==> src/rtl/cpu_sequencer.sv <==
// Multi-cycle control sequencer for the CPU core.
// Walks each instruction through FETCH/DECODE/EXECUTE/MEMORY/WRITEBACK,
// resolves branch conditions against NZCV and raises the single-cycle
// strobes that move PC, IR, regfile, flags and data memory. A memory
// request that never gets acknowledged faults the core into HALTED.
module cpu_sequencer #(
    parameter int MEM_TIMEOUT = 255,
    parameter int TW          = 8
) (
    input  logic        clk,
    input  logic        rst,
    input  logic        id_halt,
    input  logic        id_en,
    input  logic        id_branch,
    input  logic [3:0]  id_branch_cond,
    input  logic        id_ldst,
    input  logic        id_snl,
    input  logic        id_set_flags,
    input  logic        id_to_pc,
    input  logic [3:0]  flags,
    input  logic        imem_ack,
    input  logic        dmem_ack,
    output logic        imem_req,
    output logic        ir_we,
    output logic        dmem_req,
    output logic        dmem_we,
    output logic        reg_we,
    output logic        wb_sel,
    output logic        flags_we,
    output logic        pc_inc,
    output logic        pc_load,
    output logic        pc_src,
    output logic        halted,
    output logic        fault,
    output logic [2:0]  state,
    output logic [31:0] retired
);

    localparam logic [2:0] FETCH     = 3'd0;
    localparam logic [2:0] DECODE    = 3'd1;
    localparam logic [2:0] EXECUTE   = 3'd2;
    localparam logic [2:0] MEMORY    = 3'd3;
    localparam logic [2:0] WRITEBACK = 3'd4;
    localparam logic [2:0] HALTED    = 3'd5;

    // Counter value seen on the last permitted waiting cycle.
    localparam logic [TW-1:0] TIMEOUT_LAST = TW'(MEM_TIMEOUT - 1);

    // ARM condition evaluation; nzcv = {N,Z,C,V}.
    function automatic logic condPass(input logic [3:0] cond, input logic [3:0] nzcv);
        logic n, z, c, v, pass;
        n = nzcv[3];
        z = nzcv[2];
        c = nzcv[1];
        v = nzcv[0];
        case (cond)
            4'd0:    pass = z;
            4'd1:    pass = !z;
            4'd2:    pass = c;
            4'd3:    pass = !c;
            4'd4:    pass = n;
            4'd5:    pass = !n;
            4'd6:    pass = v;
            4'd7:    pass = !v;
            4'd8:    pass = c && !z;
            4'd9:    pass = !c || z;
            4'd10:   pass = (n == v);
            4'd11:   pass = (n != v);
            4'd12:   pass = !z && (n == v);
            4'd13:   pass = z || (n != v);
            4'd14:   pass = 1'b1;
            default: pass = 1'b0;
        endcase
        return pass;
    endfunction

    logic [2:0]    stateCur_r;
    logic [2:0]    nextState_s;
    logic [TW-1:0] timeoutCnt_r;
    logic [31:0]   retiredCnt_r;
    logic          fault_r;
    logic          wbLoad_r;
    logic          retire_s;
    logic          timeout_s;
    logic          clearCnt_s;
    logic          incCnt_s;
    logic          setWbLoad_s;
    logic          clrWbLoad_s;

    assign state   = stateCur_r;
    assign retired = retiredCnt_r;
    assign fault   = fault_r;
    assign halted  = (stateCur_r == HALTED);

    // Next-state and strobe decode; reset forces every strobe low.
    always_comb begin
        nextState_s = stateCur_r;
        imem_req    = 1'b0;
        ir_we       = 1'b0;
        dmem_req    = 1'b0;
        dmem_we     = 1'b0;
        reg_we      = 1'b0;
        wb_sel      = 1'b0;
        flags_we    = 1'b0;
        pc_inc      = 1'b0;
        pc_load     = 1'b0;
        pc_src      = 1'b0;
        retire_s    = 1'b0;
        timeout_s   = 1'b0;
        incCnt_s    = 1'b0;
        setWbLoad_s = 1'b0;
        clrWbLoad_s = 1'b0;
        if (rst) begin
            nextState_s = FETCH;
        end else begin
            case (stateCur_r)
                FETCH: begin
                    imem_req = 1'b1;
                    if (imem_ack) begin
                        ir_we       = 1'b1;
                        nextState_s = DECODE;
                    end else if (timeoutCnt_r == TIMEOUT_LAST) begin
                        timeout_s   = 1'b1;
                        nextState_s = HALTED;
                    end else begin
                        incCnt_s = 1'b1;
                    end
                end
                DECODE: begin
                    if (id_halt) begin
                        retire_s    = 1'b1;
                        nextState_s = HALTED;
                    end else begin
                        nextState_s = EXECUTE;
                    end
                end
                EXECUTE: begin
                    if (!id_en) begin
                        pc_inc      = 1'b1;
                        retire_s    = 1'b1;
                        nextState_s = FETCH;
                    end else if (id_branch) begin
                        if (condPass(id_branch_cond, flags)) begin
                            pc_load = 1'b1;
                            pc_src  = 1'b1;
                        end else begin
                            pc_inc = 1'b1;
                        end
                        retire_s    = 1'b1;
                        nextState_s = FETCH;
                    end else if (id_ldst) begin
                        nextState_s = MEMORY;
                    end else begin
                        flags_we    = id_set_flags;
                        clrWbLoad_s = 1'b1;
                        nextState_s = WRITEBACK;
                    end
                end
                MEMORY: begin
                    dmem_req = 1'b1;
                    dmem_we  = id_snl;
                    if (dmem_ack) begin
                        if (id_snl) begin
                            pc_inc      = 1'b1;
                            retire_s    = 1'b1;
                            nextState_s = FETCH;
                        end else begin
                            setWbLoad_s = 1'b1;
                            nextState_s = WRITEBACK;
                        end
                    end else if (timeoutCnt_r == TIMEOUT_LAST) begin
                        timeout_s   = 1'b1;
                        nextState_s = HALTED;
                    end else begin
                        incCnt_s = 1'b1;
                    end
                end
                WRITEBACK: begin
                    if (wbLoad_r) begin
                        reg_we = 1'b1;
                        wb_sel = 1'b1;
                        pc_inc = 1'b1;
                    end else if (id_to_pc) begin
                        pc_load = 1'b1;
                        pc_src  = 1'b0;
                    end else begin
                        reg_we = 1'b1;
                        pc_inc = 1'b1;
                    end
                    retire_s    = 1'b1;
                    nextState_s = FETCH;
                end
                HALTED: begin
                    nextState_s = HALTED;
                end
                default: begin
                    nextState_s = FETCH;
                end
            endcase
        end
        // Waiting counter restarts whenever a request state is freshly entered.
        clearCnt_s = (nextState_s != stateCur_r) &&
                     ((nextState_s == FETCH) || (nextState_s == MEMORY));
    end

    // State, timeout counter, retire counter, sticky fault and writeback source.
    always_ff @(posedge clk) begin
        if (rst) begin
            stateCur_r   <= FETCH;
            timeoutCnt_r <= '0;
            retiredCnt_r <= 32'd0;
            fault_r      <= 1'b0;
            wbLoad_r     <= 1'b0;
        end else begin
            stateCur_r <= nextState_s;
            if (clearCnt_s) begin
                timeoutCnt_r <= '0;
            end else if (incCnt_s) begin
                timeoutCnt_r <= timeoutCnt_r + TW'(1);
            end else begin
                timeoutCnt_r <= timeoutCnt_r;
            end
            if (retire_s) begin
                retiredCnt_r <= retiredCnt_r + 32'd1;
            end else begin
                retiredCnt_r <= retiredCnt_r;
            end
            if (timeout_s) begin
                fault_r <= 1'b1;
            end else begin
                fault_r <= fault_r;
            end
            if (setWbLoad_s) begin
                wbLoad_r <= 1'b1;
            end else if (clrWbLoad_s) begin
                wbLoad_r <= 1'b0;
            end else begin
                wbLoad_r <= wbLoad_r;
            end
        end
    end

endmodule

==> config.mk <==
export PLATFORM = sky130hd
export DESIGN_NAME = cpu_sequencer
export DESIGN_NICKNAME = d
export VERILOG_FILES = /design/src/rtl/cpu_sequencer.sv
export SDC_FILE = /design/constraint.sdc
export NUM_CORES = 1
export LEC_CHECK = 0
export CAP_MARGIN = 40
export CELL_PAD_IN_SITES_DETAIL_PLACEMENT = 1
export CELL_PAD_IN_SITES_GLOBAL_PLACEMENT = 1
export CORE_ASPECT_RATIO = 0.8
export CORE_UTILIZATION = 36
export CTS_CLUSTER_DIAMETER = 60
export DETAILED_ROUTE_END_ITERATION = 7
export GPL_TIMING_DRIVEN = 0
export MAX_ROUTING_LAYER = met4
export PLACE_DENSITY = 0.8
export SLEW_MARGIN = 20
export SYNTH_ARGS = -nofsm -noshare
export SYNTH_HDL_FRONTEND = slang
export SYNTH_SLANG_ARGS = --single-unit
==> constraint.sdc <==
create_clock -name clk -period 3 [get_ports clk]
set_input_delay 0.45 -clock clk [delete_from_list [all_inputs] [get_ports clk]]
set_output_delay 0.45 -clock clk [all_outputs]
set_load 0.02 [all_outputs]
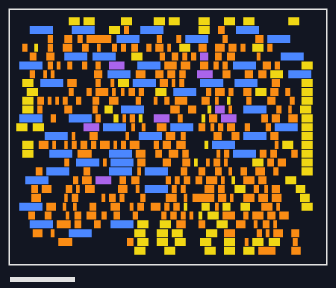
(images/class_map.png)
Bar = 20 microns.
[blue] registers | cells: 45
[yellow] remaining buffers and delay cells | cells: 80
[orange] remaining logic cells | cells: 265
[purple] clock drivers and dummy loads | cells: 8
core area: 0.00696 sq mm
FP Rows: 27

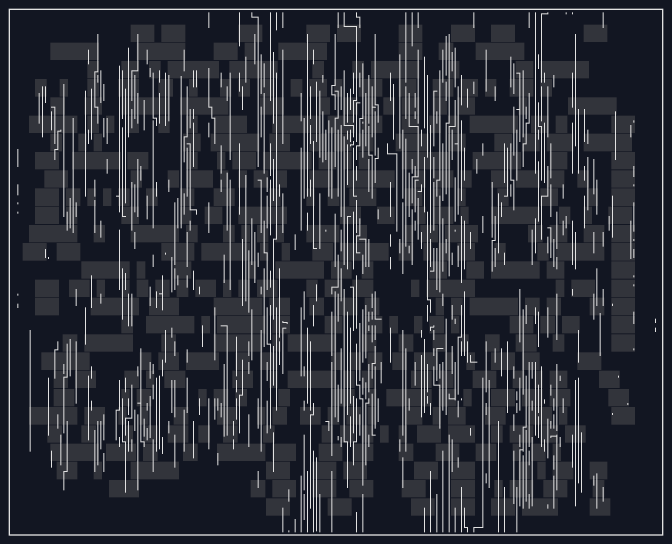
(images/m2.png)
nets with wire on the layer: 381
longest straight run: 24.8 microns
share of all routed wire: 45%
main direction: vertical
wire length on this layer: 3680 microns
WL final: 8150 microns
met2 GRT Util: 34.9%

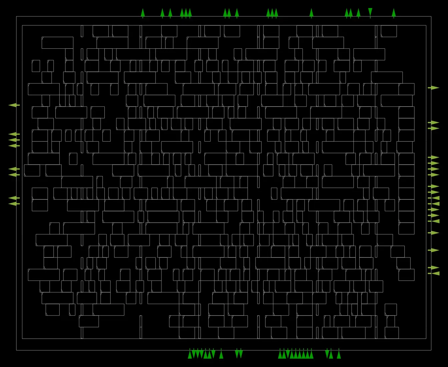
(images/placed.png)
Final Util: 50.5%
Tap Count: 87
Seq area share: 25.7%
fill count: 872
Post-Layout Cell Count: 485

==> results_dict.tcl <==
# flow metrics
set metrics [dict create \
    p_seq_share_pct 50.5 \
    cap_violations 0 \
    wl_met3_microns 251 \
    worst-setup-path-type "in2out" \
    top_area_cell "dfxtp_1" \
    gr-total-overflow 0 \
    grt_usage_pct 22.7 \
    ys_cells 323 \
    placed_cell_area_sq_mm 0.00338 \
    wl_per_cell_microns 16.8 \
    finalInstanceArea_sq_mm 0.00351 \
    yosys-top-cells-area "dfxtp_1 (34%), a21oi_1 (6.1%), o31ai_1 (4.6%), xnor2_1 (3.7%), o21ai_0 (3.3%)" \
    lay_top_cells "clkdlybuf4s50_1 (62), dfxtp_1 (45), a21oi_1 (32)" \
    drtIter0Drc 121 \
    critical_path_required_ns 2.55 \
    top_logic_kind "simple AND/OR/NAND/NOR gates" \
    h-tree-depth 2 \
    finalSetupViolations 0 \
    die_y_microns 78.3 \
    clkTransAtPathRegs_ns 0.09 \
    xor_share_pct 5.02 \
    clkSinkCount 45 \
    final_max_slew_viol_count 0 \
    hold_viol 0 \
    logic_area_sq_mm 0.00162 \
    vdd_drop_max_mv 0.232 \
    signal_buffer_area_fraction_pct 20.6 \
    syn_area_sq_mm 0.00262 \
    finalCriticalPeriod_ns 2.91 \
    cp-start-kind "input pin" \
    cp.arrival_ns 2.46 \
    tool_warnings 27 \
    adder_share_pct 1.43 \
    syn_avg_cell_area_sq_um 8.10 \
    synth_seq_share_pct 34.4 \
    crit_start "id_branch_cond[2]" \
    routedLengthMet1_microns 4160 \
    area_growth_pct 34.2 \
    worst_pin_slew_ns 0.743 \
    inverters 16 \
    dr.pass1.iters 4 \
    grt_pass1_vias 2763 \
    synth_cell_type_count 58 \
    vias_per_cell 5.83 \
    numSynthFlops 45 \
    slowest_stage "clkdlybuf4s50_1" \
    post-route-period-util_pct 97.1 \
    outcome "complete, no violations" \
    root_buffer "clkbuf_8" \
    grt_antenna_before_repair 0 \
    top_cells_by_count "dfxtp_1 (45), a21oi_1 (32), nand2_1 (18), nor2_1 (18), o21ai_0 (17)" \
    cp_cell_sequence "clkdlybuf4s50_1, mux2_2, o21ai_0, mux2i_1, a32o_1, a41o_1, dlygate4sd2_1" \
    end_kind "output pin" \
    clock_path_buffers 2 \
    num-nonclk-buffers 80 \
    ant_nets 0 \
    p_leak_uw 0.00110 \
    p_comb_share_pct 15.1 \
    maxUsedRoutingLayer "met4" \
    logic_gate_count 249 \
    nClkBuffers 6 \
    cts-buffers-inserted 5 \
    slew_headroom_pct 50.1 \
    simple_gate_area_share_pct 29.3 \
    async_reset_ff_share_pct 0 \
    drive_gt1_share_pct 6.78 \
    power.switching_uw 348 \
    synth.most_common_cell "dfxtp_1" \
    grt_pass1_wl_microns 13700 \
    edf_count 0 \
    pin_count 66 \
    swShare_pct 28.4 \
    cts_tree "yes" \
    r2r_start "state[2]" \
    route.detailed.drc 0 \
    p_int_uw 878 \
    vias 2829 \
    synth_nets 345 \
    ff_count 45 \
    seq_area_sq_um 901 \
    rsz0062_at_grt "false" \
    grt_max_degree 16 \
    diodes 0 \
    die_w_microns 97.3 \
    final_net_count 419 \
    gp_congestion 0.855 \
    power_uw 1230 \
    hold_path_startpoint "retired[31]" \
    yosys_warnings 0 \
    die_area_sq_mm 0.00762 \
    power.density_mw_per_mm2 349 \
    yosysChipArea_sq_mm 0.00262 \
    met2_length_microns 3680 \
    aoi_share_pct 24.2 \
    synth.top_cell.area_share_pct 34.4 \
    io_buffers 65 \
    hpwlAfterDp_microns 6110 \
    synthCells 323 \
    fp_util_pct 37.6 \
    largest_cell_class "multi-input combinational cells" \
    critPathMaxFanout 5 \
    hold_path_class "reg2reg" \
    slowest_delay_ns 0.60 \
    clk_share_pct 2.81 \
    ys.flop_type "dfxtp_1" \
    max_clock_freq_mhz 343 \
    mux_area_share_pct 1.20 \
]
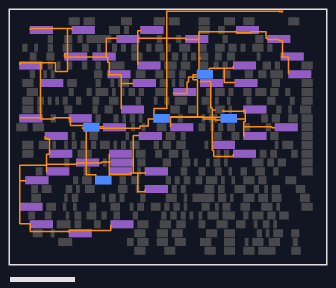
(images/clock_wires.png)
Bar = 20 microns.
[purple] flip-flops | count: 45
[orange] clock wires | length: 647 microns
[blue] clock-net drivers | count: 5
routed clock nets: 6
clk latency late pin: 0.31 ns
Clock Power Share: 34.3%
clk_skew: 0.0117 ns

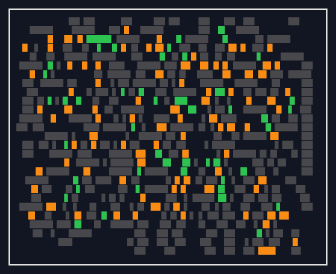
(images/gates.png)
[green] nand cells | cells: 47 | most used: nand2_1
[orange] aoi and oai cells | cells: 91 | most used: a21oi_1 | where: widely spread
multi-input combinational area share: 46.1%
most common cell after layout, fill and taps aside: clkdlybuf4s50_1

-- worst max-delay path: cells and delay by family --
kind / cells / cell delay (ns)
AOI/OAI and AO/OA: 3 / 0.65
buffers and inverters: 2 / 0.92
muxes: 2 / 0.45
-- routing by layer --
layer  global-route usage [%]  up-vias
li1                         -     1376
met1                     32.0     1391
met2                     34.9       56
met3                     3.38        6
met4                     4.41        0
met5                        -        -
-- stage by stage --
step | TNS [ns] | setup WS [ns] | instances | hold slack (ns)
2_1_floorplan | 0 | 0.619 | 323 | 0.469
3_3_place_gp | -8.20 | -0.666 | 475 | 0.460
3_5_place_dp | -6.30 | -0.483 | 476 | 0.488
4_1_cts | 0 | 0.0152 | 484 | 0.503
5_1_grt | 0 | 0.00184 | 485 | 0.527
6_report | 0 | 0.0866 | 485 | 0.501
-- final timing paths --
kind	slack, ns	depth (start not counted)	endpoint
worst max-delay path	0.09	7	pc_load
worst min-delay path	0.50	2	retired[31]
worst max register to register	0.41	7	retired[10]
worst min register to register	0.50	2	retired[31]
-- sequential cells by signal, summed over array words and instances (netlist names) --
register and cells:
fault 1, retired 32, state 3, timeoutCnt_r 8
wbLoad_r 1
-- power groups by stage --
stage          registers (uW)  logic (uW)  clock network [uW]
2_1_floorplan             637        94.8                   0
3_3_place_gp              633         174                   0
3_5_place_dp              633         180                   0
4_1_cts                   620         182                 428
5_1_grt                   622         204                 454
6_report                  620         185                 421
-- timing repair --
action / in CTS / in global routing
endpoints found under the setup margin: 14 / 20
hold buffers: 0 / 0
pin swaps: 0 / 1
setup buffers: 0 / 2
resized: 6 / 2
endpoints found under the hold margin: 0 / 0
No activity file was given, so power comes from the tool's default toggle rates.
